The clock network:
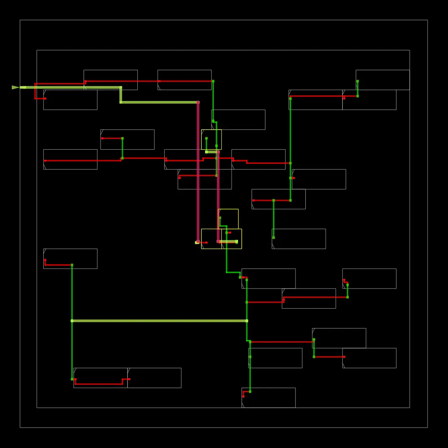
Clock wires, drivers and flops:
Bar = 20 µm.
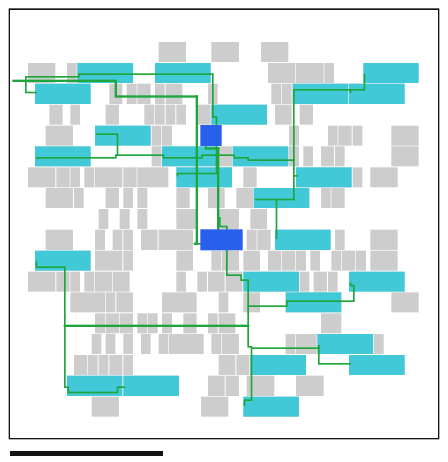
I/O pins on the die edge:
Pins as bars across the die edge, other pins in grey.
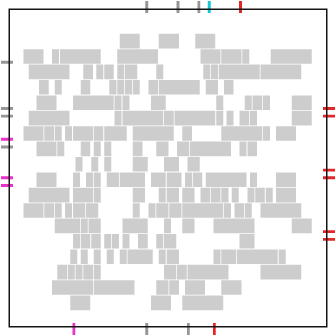
### src/rtl/fifo_bit_reader.sv
// fifo_bit_reader: pulls single bits out of a 1-bit FIFO, one read strobe at
// a time, and packs them LSB-first into WIDTH-bit words handed to a consumer
// through a valid/ready pair. FIFO error flags drop the offending bit and are
// latched into a sticky status bit.
module fifo_bit_reader #(
    parameter int WIDTH = 8,
    localparam int CW   = $clog2(WIDTH + 1)
) (
    input  logic             clk_read,
    input  logic             rst,
    input  logic             fifo_empty,
    input  logic             dataout,
    input  logic             err,
    output logic             read,
    output logic [WIDTH-1:0] word_out,
    output logic             word_valid,
    input  logic             word_ready,
    input  logic             clr_err,
    output logic             err_sticky,
    output logic [CW-1:0]    bit_cnt
);

    typedef enum logic [1:0] {
        IDLE = 2'd0,
        REQ  = 2'd1,
        CAP  = 2'd2,
        PUSH = 2'd3
    } state_t;

    state_t           state_q,      state_d;
    logic [WIDTH-1:0] shift_q,      shift_d;
    logic [WIDTH-1:0] word_q,       word_d;
    logic [CW-1:0]    bit_cnt_q,    bit_cnt_d;
    logic             valid_q,      valid_d;
    logic             err_sticky_q, err_sticky_d;
    logic             read_q,       read_d;

    // Next-state logic: sequencing, bit capture, word hand-off and error latch.
    always_comb begin
        state_d      = state_q;
        shift_d      = shift_q;
        word_d       = word_q;
        bit_cnt_d    = bit_cnt_q;
        valid_d      = valid_q;
        err_sticky_d = err_sticky_q;

        // Consumer handshake retires the current word; a PUSH reload below
        // overrides this in the same cycle so valid stays asserted.
        if (valid_q && word_ready) begin
            valid_d = 1'b0;
        end
        // Clear comes first so a coincident new error wins.
        if (clr_err) begin
            err_sticky_d = 1'b0;
        end

        case (state_q)
            IDLE: begin
                if (!fifo_empty) begin
                    state_d = REQ;
                end
            end
            REQ: begin
                // The strobe is issued in this state; data arrives next cycle
                // regardless of what fifo_empty does in the meantime.
                state_d = CAP;
            end
            CAP: begin
                if (err) begin
                    err_sticky_d = 1'b1;
                end else begin
                    for (int i = 0; i < WIDTH; i++) begin
                        if (bit_cnt_q == CW'(i)) begin
                            shift_d[i] = dataout;
                        end
                    end
                    bit_cnt_d = bit_cnt_q + CW'(1);
                end
                if (bit_cnt_d == CW'(WIDTH)) begin
                    state_d = PUSH;
                end else if (!fifo_empty) begin
                    state_d = REQ;
                end else begin
                    state_d = IDLE;
                end
            end
            PUSH: begin
                // Hold the completed word until the output slot frees up.
                if (!valid_q || word_ready) begin
                    word_d    = shift_q;
                    valid_d   = 1'b1;
                    bit_cnt_d = '0;
                    state_d   = IDLE;
                end
            end
            default: begin
                state_d = IDLE;
            end
        endcase

        // Registered strobe: high exactly while the FSM sits in REQ.
        read_d = (state_d == REQ);
    end

    // State and output registers with synchronous reset.
    always_ff @(posedge clk_read) begin
        if (rst) begin
            state_q      <= IDLE;
            shift_q      <= '0;
            word_q       <= '0;
            bit_cnt_q    <= '0;
            valid_q      <= 1'b0;
            err_sticky_q <= 1'b0;
            read_q       <= 1'b0;
        end else begin
            state_q      <= state_d;
            shift_q      <= shift_d;
            word_q       <= word_d;
            bit_cnt_q    <= bit_cnt_d;
            valid_q      <= valid_d;
            err_sticky_q <= err_sticky_d;
            read_q       <= read_d;
        end
    end

    assign read       = read_q;
    assign word_out   = word_q;
    assign word_valid = valid_q;
    assign err_sticky = err_sticky_q;
    assign bit_cnt    = bit_cnt_q;

endmodule
### config.mk
export PLATFORM = sky130hd
export DESIGN_NAME = fifo_bit_reader
export DESIGN_NICKNAME = d
export VERILOG_FILES = /design/src/rtl/fifo_bit_reader.sv
export SDC_FILE = /design/constraint.sdc
export NUM_CORES = 1
export LEC_CHECK = 0
export ABC_AREA = 1
export CAP_MARGIN = 10
export CORE_MARGIN = 2
export CORE_UTILIZATION = 42
export DETAILED_ROUTE_END_ITERATION = 10
export HOLD_SLACK_MARGIN = 0.03
export PLACE_DENSITY = 0.63
export SYNTH_ARGS = -nofsm -noshare
export SYNTH_HDL_FRONTEND = slang
export SYNTH_SLANG_ARGS = --single-unit
### constraint.sdc
create_clock -name clk_read -period 4.1 [get_ports clk_read]
set_input_delay 1.025 -clock clk_read [delete_from_list [all_inputs] [get_ports clk_read]]
set_output_delay 1.025 -clock clk_read [all_outputs]
set_load 0.005 [all_outputs]
==> Table 3: Implementation characteristics <==
Characteristics after synthesis and place and route

Parameter                              Value

Power
  Power dissipated in combinational cells    a little over 0.00003 W
  Seq. pwr    0.000248 W
  Switching portion of total power    0.250
  IR drop worst, VDD    0.000203 V
  Flop pwr share    0.629
  Power Total    roughly 0.0004 W
  Leakage power total    approximately 0.50 nW
  Int Pwr    slightly below 0.0003 W
  Biggest consumer    sequential cells
  Net switching power    0.0000984 W
  Combinational power share    0.077
  Share of total power in the clock network    0.294
  Cell Pwr Density    ~280 mW/mm²

Die
  Number of cell rows    18
  Number of placed I/O pins    22
  Height of the die    around 56 µm
  Area enclosed by the die boundary    around 0.0031 mm²
  Die extent in x    roughly 56 µm
  Initial cell density of the core    0.451
  Standard cell core area    between 0.002 and 0.0025 mm²
  Taps Inserted    30

Clock tree
  Total of hold buffers inserted after clock tree synthesis    0
  Clock-pin slew on the worst setup and hold paths    about 150 ps
  Post-CTS Repair Setup Buffers    0
  Cell at the root of the clock tree    sky130_fd_sc_hd__clkbuf_4
  Clock tree from TritonCTS    done
  Post-CTS Resized    0
  Clock latency reported for the late side of the worst-skew pair    between 300 and 400 ps
  Maximum buffer depth of the clock tree    2
  Deepest level of the CTS H-tree    1

Critical path
  Gate family responsible for the most delay along the worst path    buffers and inverters
  Reg-to-Reg Start    bit_cnt[0]$_SDFFE_PP0P_
  Cell with the largest stage delay on the worst path    sky130_fd_sc_hd__clkdlybuf4s50_1
  Highest net fanout along the worst path    6
  Slowest stage delay, CP    550 ps
  Startpoint Class    flip-flop
  End of the worst register-to-register path    read$_SDFF_PP0_
  Worst Reg-to-Reg Cells    10
  Number of cells on the critical path    1
  Critical path class    flip-flop to output pin
  Cell breakdown of the critical path    clkdlybuf4s50_1
  Worst endpoint data arrival time    roughly 1300 ps
  Endpoint of the worst setup timing path    bit_cnt[1]
  Setup slack on the worst flop-to-flop path    roughly 2500 ps
  Worst path buffer plus inverter count    1
  Crit path DRT    3070 ps

Place
  Inst Count DP    approximately 200
  Pre-CTS setup slack    1630 ps
  Placed cell areas    0.00136 mm²
  Port-buffer cells    21
  Weighted congestion at the end of routability-driven global placement    about 0.80

Synthesis
  Cell total in the yosys stat output    between 150 and 200
  Yosys top cell by area    sky130_fd_sc_hd__dfxtp_1
  Top post-synthesis cells by count    sky130_fd_sc_hd__nand2_1 (37), sky130_fd_sc_hd__dfxtp_1 (25), sky130_fd_sc_hd__inv_1 (22)
  Mean instance size in the synthesized netlist    approximately 7.4 µm²
  Share of flip-flops with an asynchronous set or reset after synthesis    0
  Number of synthesized flops with an enable pin    0
  Top cell area share    0.444
  Gate count of the mapped netlist    between 150 and 200
  Dominant register cell in the synthesized netlist    sky130_fd_sc_hd__dfxtp_1
  Unique masters post-synth    21
  Most numerous cell in the Yosys netlist    sky130_fd_sc_hd__nand2_1
  Post-synthesis chip area from yosys    approximately 0.0011 mm²
  Flops out of synthesis    25
  Portion of the post-synthesis area used by sequential elements    0.444
  Ys Warns    0
  Mapped Area    around 0.0011 mm²
  Number of nets at floorplan    about 160

Global routing
  Met1 demand-to-capacity share in global routing    0.205
  Maximum number of pins on one net before global-route repair    26
  Grt total ovfl    0
  Peak-usage layer in the global routing report    met2
  Met2 GRT Util    0.262
  Number of antenna violations at the first check in global routing    0
  First-pass GRT wire length    between 4000 and 5000 µm
  GRT met3 Usage    0.0279
  GRT Total Usage    0.157

STA
  Tightest Pin Transition    ~880 ps
  Ratio of final minimum period to clock period    0.578
  Normalized max-slew margin    0.413
  Total Neg Setup Slack    0 ps
  Max Transition Viols Final    0
  Fin. Hold Viols    0
  Post-route setup slack    roughly 1700 ps
  Worst hold slack    472 ps
  Min Tclk post-route    ~2400 ps
  Unrepaired setup endpoints after global routing    false
  Achievable frequency    422 MHz
  Final setup violation count    0

Finish
  Share of final-layout standard cells stronger than drive strength 1    0.0751
  Final-layout fill cell count    between 200 and 250
  Non-clock inverter instance count of the final layout    23
  P&R area growth vs syn    23.2%
  Non-filler cells, final    203
  Biggest area consumer among cell classes    multi-input combinational cells
  Clock-cell share of area    0.0216
  Sequential cell area    around 500 µm²
  Multi-input combinational area share    0.377
  Non-clock buffers    21
  Final non-filler cell area    about 0.0014 mm²
  Final net count    ~190
  Multi-input logic area    ~520 µm²
  Fin util    0.556
  Fraction of standard cell area that is sequential    0.360
  Sequential cell count    25
  Signal buffers share of area    0.151
  Comb gates    100

Drt
  Total via count in the routed design    1050
  Number of optimization iterations in the first detailed-route pass    4
  Uppermost metal layer occupied by signal nets    met4
  Detail-routed net length per standard cell    approximately 11 µm
  Wire length on met1    about 1100 µm
  Overall routed net length    between 2000 and 2500 µm
  Met3 routed wirelength    ~130 µm
  Met2 wire length    roughly 1100 µm
  Count of routing violations after the opening detailed-route iteration    19
  Antenna Violating Nets Remaining    0
  Number of remaining DRC errors    0
  Ratio of routed vias to standard cells    5.17

Worst hold path
  Min-Delay Startpoint    word_out[4]$_SDFFE_PP0P_
  Min-delay worst type    flip-flop to flip-flop
  Hold Path Sink    word_out[4]$_SDFFE_PP0P_
  Number of instances on the worst hold path    2

Run
  Tally of OpenROAD warnings    29
  Count of max-cap constraint violations    0

Run status
  Result of the run    complete, no violations
About 'the clock network':
clock skew: 3.92 ps
Clk power: 0.000116 W
clock buffers: 3
number of buffers inserted during clock tree synthesis: 3
clock net sink count: 25

About 'clock wires, drivers and flops':
[clock drivers] blue | count: 3
[flip-flops] cyan | count: 25
[clock wires] green | length: 308 µm
flops lie: spread over the die
routed clock nets: 4

About 'I/O pins on the die edge':
| port | colour | pins | direction | edge |
|---|---|---|---|---|
| word_out | red | 8 | output | 6 right, 1 bottom, 1 top |
| bit_cnt | magenta | 4 | output | 3 left, 1 bottom |
| word_valid | cyan | 1 | output | top |
all pins by edge: 7 left, 6 right, 5 top, 4 bottom

## kinds of logic after synthesis
kind of cell,synth area share
compound gates,0.134
fa+ha+maj,0.0444
buf+inv,0.0910
flops,0.444
simple gates,0.286
## layout by cell type, fill, tap and decap left out, drive strengths merged
cell type,count
nor3,6
ha,4
clkinvlp,1
clkdlybuf4s50,21
nand3,7
nand4,1
a21oi,17
nor2,10
a31oi,6
dfxtp,25
o22ai,1
a211oi,2
o31ai,1
inv,23
nor4,6
clkbuf,3
nand2,39
## flip-flops by register name, indices dropped and copies added (netlist names)
| register | flops |
|---|---|
| word_valid | 1 |
| word_out | 8 |
| state_q | 2 |
| shift_q | 8 |
| bit_cnt | 4 |
| read | 1 |
| err_sticky | 1 |
Power and IR drop assume default switching activity.
